### Clock wires, drivers and flops

Scale bar: 100 um.
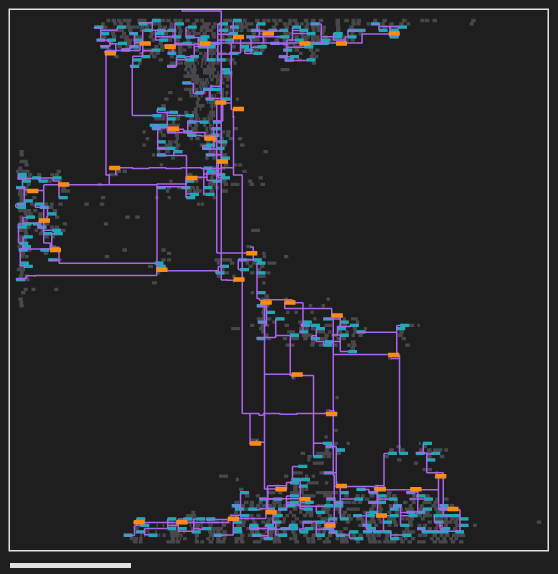
### Where the registers sit

Other sequential cells in the stronger gray, the rest of the logic in the fainter gray.
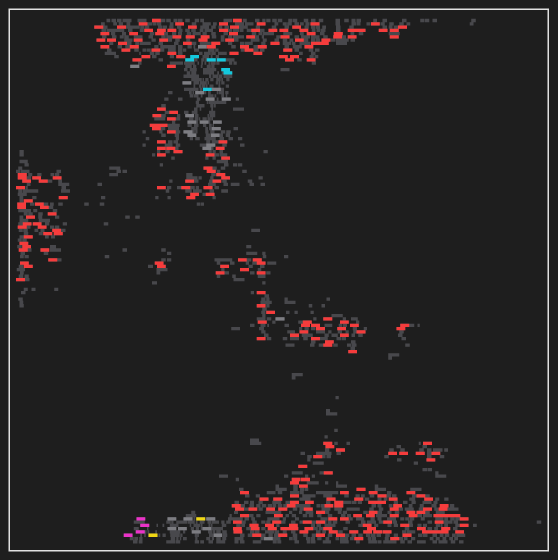
--- src/rtl/pathfinding_pkg.sv ---
// pathfinding_pkg: shared node types and explored-RAM geometry for the pathfinding blocks
package pathfinding_pkg;
  localparam int NODE_W = 272;
  localparam int ADDR_W = 7;
  localparam int MAX_NODES = 100;
  typedef struct packed {
    logic [7:0] x;
    logic [7:0] y;
  } map_node;
  typedef struct packed {
    logic [31:0] node_id;
    logic [31:0] parent_id;
    logic [31:0] g_cost;
    logic [31:0] h_cost;
    map_node pos;
    logic [127:0] aux;
  } node_info;
  localparam node_info NULL_NODE = '0;
  typedef enum logic {CLEAR, RUN} ctrl_state_t;
endpackage

--- src/rtl/explored_mem_ctrl_rr_arbiter.sv ---
// rr_arbiter: one-hot round-robin grant, priority starts after the last granted requester
module rr_arbiter #(
  parameter int N = 2
) (
  input  logic         clk,
  input  logic         reset,
  input  logic [N-1:0] req,
  input  logic         ack_en,
  output logic [N-1:0] gnt
);
  localparam int PW = N > 1 ? $clog2(N) : 1;
  logic [PW-1:0] ptr, ptr_n;
  // scan from lowest priority to highest so the highest-priority requester wins
  always_comb begin
    gnt = '0;
    ptr_n = ptr;
    for (int k = N - 1; k >= 0; k--)
      if (ack_en && req[(int'(ptr) + k) % N]) begin
        gnt = '0;
        gnt[(int'(ptr) + k) % N] = 1'b1;
        ptr_n = PW'((int'(ptr) + k + 1) % N);
      end
  end
  always_ff @(posedge clk)
    if (reset) ptr <= '0;
    else ptr <= ptr_n;
endmodule

--- src/rtl/explored_mem_ctrl.sv ---
// explored_mem_ctrl: explored-node RAM owner: wipe, append-insert with occupancy, shared round-robin read port
module explored_mem_ctrl
  import pathfinding_pkg::*;
#(
  parameter int N_RD = 2,
  parameter int READ_LAT = 2
) (
  input  logic                   clk,
  input  logic                   reset,
  input  logic                   clear_req,
  output logic                   clear_busy,
  input  logic                   ins_req,
  input  logic [NODE_W-1:0]      ins_data,
  output logic                   ins_ack,
  output logic                   ins_ovf,
  output logic [ADDR_W-1:0]      count,
  output logic                   full,
  input  logic [N_RD-1:0]        rd_req,
  input  logic [N_RD*ADDR_W-1:0] rd_addr,
  output logic [N_RD-1:0]        rd_gnt,
  output logic [N_RD-1:0]        rd_valid,
  output logic [NODE_W-1:0]      rd_data,
  output logic                   mem_wren,
  output logic [ADDR_W-1:0]      mem_wraddr,
  output logic [NODE_W-1:0]      mem_data,
  output logic [ADDR_W-1:0]      mem_rdaddr,
  input  logic [NODE_W-1:0]      mem_q
);
  ctrl_state_t state, state_n;
  logic [ADDR_W-1:0] clr_addr, clr_addr_n, count_n, wraddr_n, rdaddr_n, gnt_addr;
  logic [NODE_W-1:0] data_n;
  logic wren_n, ack_n, ovf_n;
  logic [N_RD-1:0] gnt;
  logic [N_RD-1:0] vld [READ_LAT];
  assign clear_busy = state == CLEAR;
  assign rd_data = mem_q;
  assign rd_valid = vld[READ_LAT-1];
  // a client still sees its request high in the rd_gnt cycle, so mask it there
  rr_arbiter #(.N(N_RD)) u_arb (
    .clk(clk),
    .reset(reset),
    .req(rd_req & ~rd_gnt),
    .ack_en(state == RUN),
    .gnt(gnt)
  );
  always_comb begin
    gnt_addr = '0;
    for (int i = 0; i < N_RD; i++)
      if (gnt[i]) gnt_addr = rd_addr[i*ADDR_W +: ADDR_W];
  end
  always_comb begin
    state_n = state;
    clr_addr_n = clr_addr;
    count_n = count;
    wren_n = 1'b0;
    wraddr_n = mem_wraddr;
    data_n = mem_data;
    ack_n = 1'b0;
    ovf_n = 1'b0;
    rdaddr_n = |gnt ? gnt_addr : mem_rdaddr;
    if (clear_req) begin
      state_n = CLEAR;
      clr_addr_n = '0;
    end else if (state == CLEAR) begin
      wren_n = 1'b1;
      wraddr_n = clr_addr;
      data_n = NULL_NODE;
      clr_addr_n = clr_addr + 1'b1;
      if (clr_addr == ADDR_W'(MAX_NODES - 1)) begin
        state_n = RUN;
        count_n = '0;
      end
    end else if (ins_req && full) ovf_n = 1'b1;
    else if (ins_req) begin
      wren_n = 1'b1;
      wraddr_n = count;
      data_n = ins_data;
      ack_n = 1'b1;
      count_n = count + 1'b1;
    end
  end
  always_ff @(posedge clk)
    if (reset) begin
      state <= CLEAR;
      clr_addr <= '0;
      count <= '0;
      full <= 1'b0;
      mem_wren <= 1'b0;
      mem_wraddr <= '0;
      mem_data <= '0;
      mem_rdaddr <= '0;
      ins_ack <= 1'b0;
      ins_ovf <= 1'b0;
      rd_gnt <= '0;
      for (int i = 0; i < READ_LAT; i++) vld[i] <= '0;
    end else begin
      state <= state_n;
      clr_addr <= clr_addr_n;
      count <= count_n;
      full <= count_n == ADDR_W'(MAX_NODES);
      mem_wren <= wren_n;
      mem_wraddr <= wraddr_n;
      mem_data <= data_n;
      mem_rdaddr <= rdaddr_n;
      ins_ack <= ack_n;
      ins_ovf <= ovf_n;
      rd_gnt <= gnt;
      vld[0] <= rd_gnt;
      for (int i = 1; i < READ_LAT; i++) vld[i] <= vld[i-1];
    end
endmodule

--- config.mk ---
export PLATFORM = sky130hd
export DESIGN_NAME = explored_mem_ctrl
export DESIGN_NICKNAME = d
export VERILOG_FILES = /design/src/rtl/pathfinding_pkg.sv /design/src/rtl/explored_mem_ctrl_rr_arbiter.sv /design/src/rtl/explored_mem_ctrl.sv
export SDC_FILE = /design/constraint.sdc
export NUM_CORES = 1
export LEC_CHECK = 0
export ABC_AREA = 1
export ABC_CLOCK_PERIOD_IN_PS = 1900
export CAP_MARGIN = 20
export CORE_AREA = 5 5 441 443
export DETAILED_ROUTE_END_ITERATION = 8
export DIE_AREA = 0 0 446 448
export SLEW_MARGIN = 5
export SYNTH_ARGS = -nofsm -noshare
export SYNTH_HDL_FRONTEND = slang
export SYNTH_HIERARCHICAL = 1
export SYNTH_SLANG_ARGS = --single-unit
export TNS_END_PERCENT = 20
--- constraint.sdc ---
create_clock -name clk -period 1.9 [get_ports clk]
set_clock_uncertainty 0.1 [all_clocks]
set_input_delay 0.285 -clock clk [delete_from_list [all_inputs] [get_ports clk]]
set_output_delay 0.285 -clock clk [all_outputs]
set_load 0.03 [all_outputs]
==> results.yml <==
# generated from flow reports
cts:
  cts_sinks: 312
  numCtsBuffers: 43
  cts.htree.levels: 2
power:
  switchingPower_uw: 4070
  power_density_nw_per_um2: 773
  switching_share: 0.253
layout:
  n_fill_cell: 21638
  clock_area_frac: 0.0696
  n_all_inverters: 40
  combGateArea_um2: 3590
floorplan:
  die_h_um: 448
  dieArea_um2: 200000
  ios: 1138
  taps: 2511
detailed_routing:
  via_per_inst: 2.73
  drc: 0
  wl_um: 104000
  vias: 11111
global_route:
  met2_usage: 0.169
  grtUsageMet3: 0.0799
  grt_pass1_wl_um: 125000
run:
  tool_warnings: 26
  drv_cap: 0
sta:
  slew_viol_final: 0
  fin_crit_sh: 0.974
logic_synthesis:
  edf_count: 0
  synthMuxAreaShare: 0
  syn_inst: 1177
  synth_xor_xnor_area_share: 0
  ff_type: "dfxtp_1"
  synth_nets: 1743
  yosysUniqueCellTypes: 27
  common_cells: "dfxtp_1, buf_4, a32o_1, nand2_1, nor2_1"
  top_cell: "dfxtp_1"
critical_path:
  cp-end-kind: "output pin"
  cp_top_family: "buffers and inverters"
  path_buffers: 1
placement:
  place.gp.congestion: 0.841
outcome:
  outcome: "completed"
Back to the opening pictures, 'Clock wires, drivers and flops':
Key: clock drivers = orange [count 43]; flip-flops = cyan [count 312]; clock wires = purple [length 6180 um]
There are 44 routed clock nets.
Clk network pwr share: 0.525
Clk power: 8430 uW
Late-Pin Clk Latency: 0.62 ns

Back to the opening pictures, 'Where the registers sit':
Key: mem_data = red [sequential cells 272, where spread over the die]; rd_gnt = yellow [sequential cells 2]; count = cyan [sequential cells 7]; vld = magenta [sequential cells 4, where south-west]
Seq power: 6560 uW
Reg area: 6250 um2
fraction of area in registers: 0.301
Finished Core Util: 0.110

-- power groups by stage --
stage               clock (uW)  sequential, uW  combinational, uW
finish                    8430            6560               1080
global placement             0            6700               1070
floorplan                    0            6720               1310
CTS                       8820            6560               1090
global route              9040            6550               1140
detailed placement           0            6700               1080
-- state kept, by name (all words and copies together) (netlist names) --
signal / flops
ins_ack: 1
state: 1
clr_addr: 7
mem_data: 272
mem_wren: 1
count: 7
vld: 4
mem_wraddr: 7
mem_rdaddr: 7
rd_gnt: 2
full: 1
ins_ovf: 1
u_arb/ptr: 1
-- repair_timing --
action / 4_1_cts / 5_1_grt
gates resized: 223 / 8
endpoints found under the setup margin: 200 / 13
buffers inserted: 1 / 0
hold endpoints to repair: 0 / 0
hold buffers: 0 / 0
Power figures rest on the tool's default switching activity, not on a simulated workload.
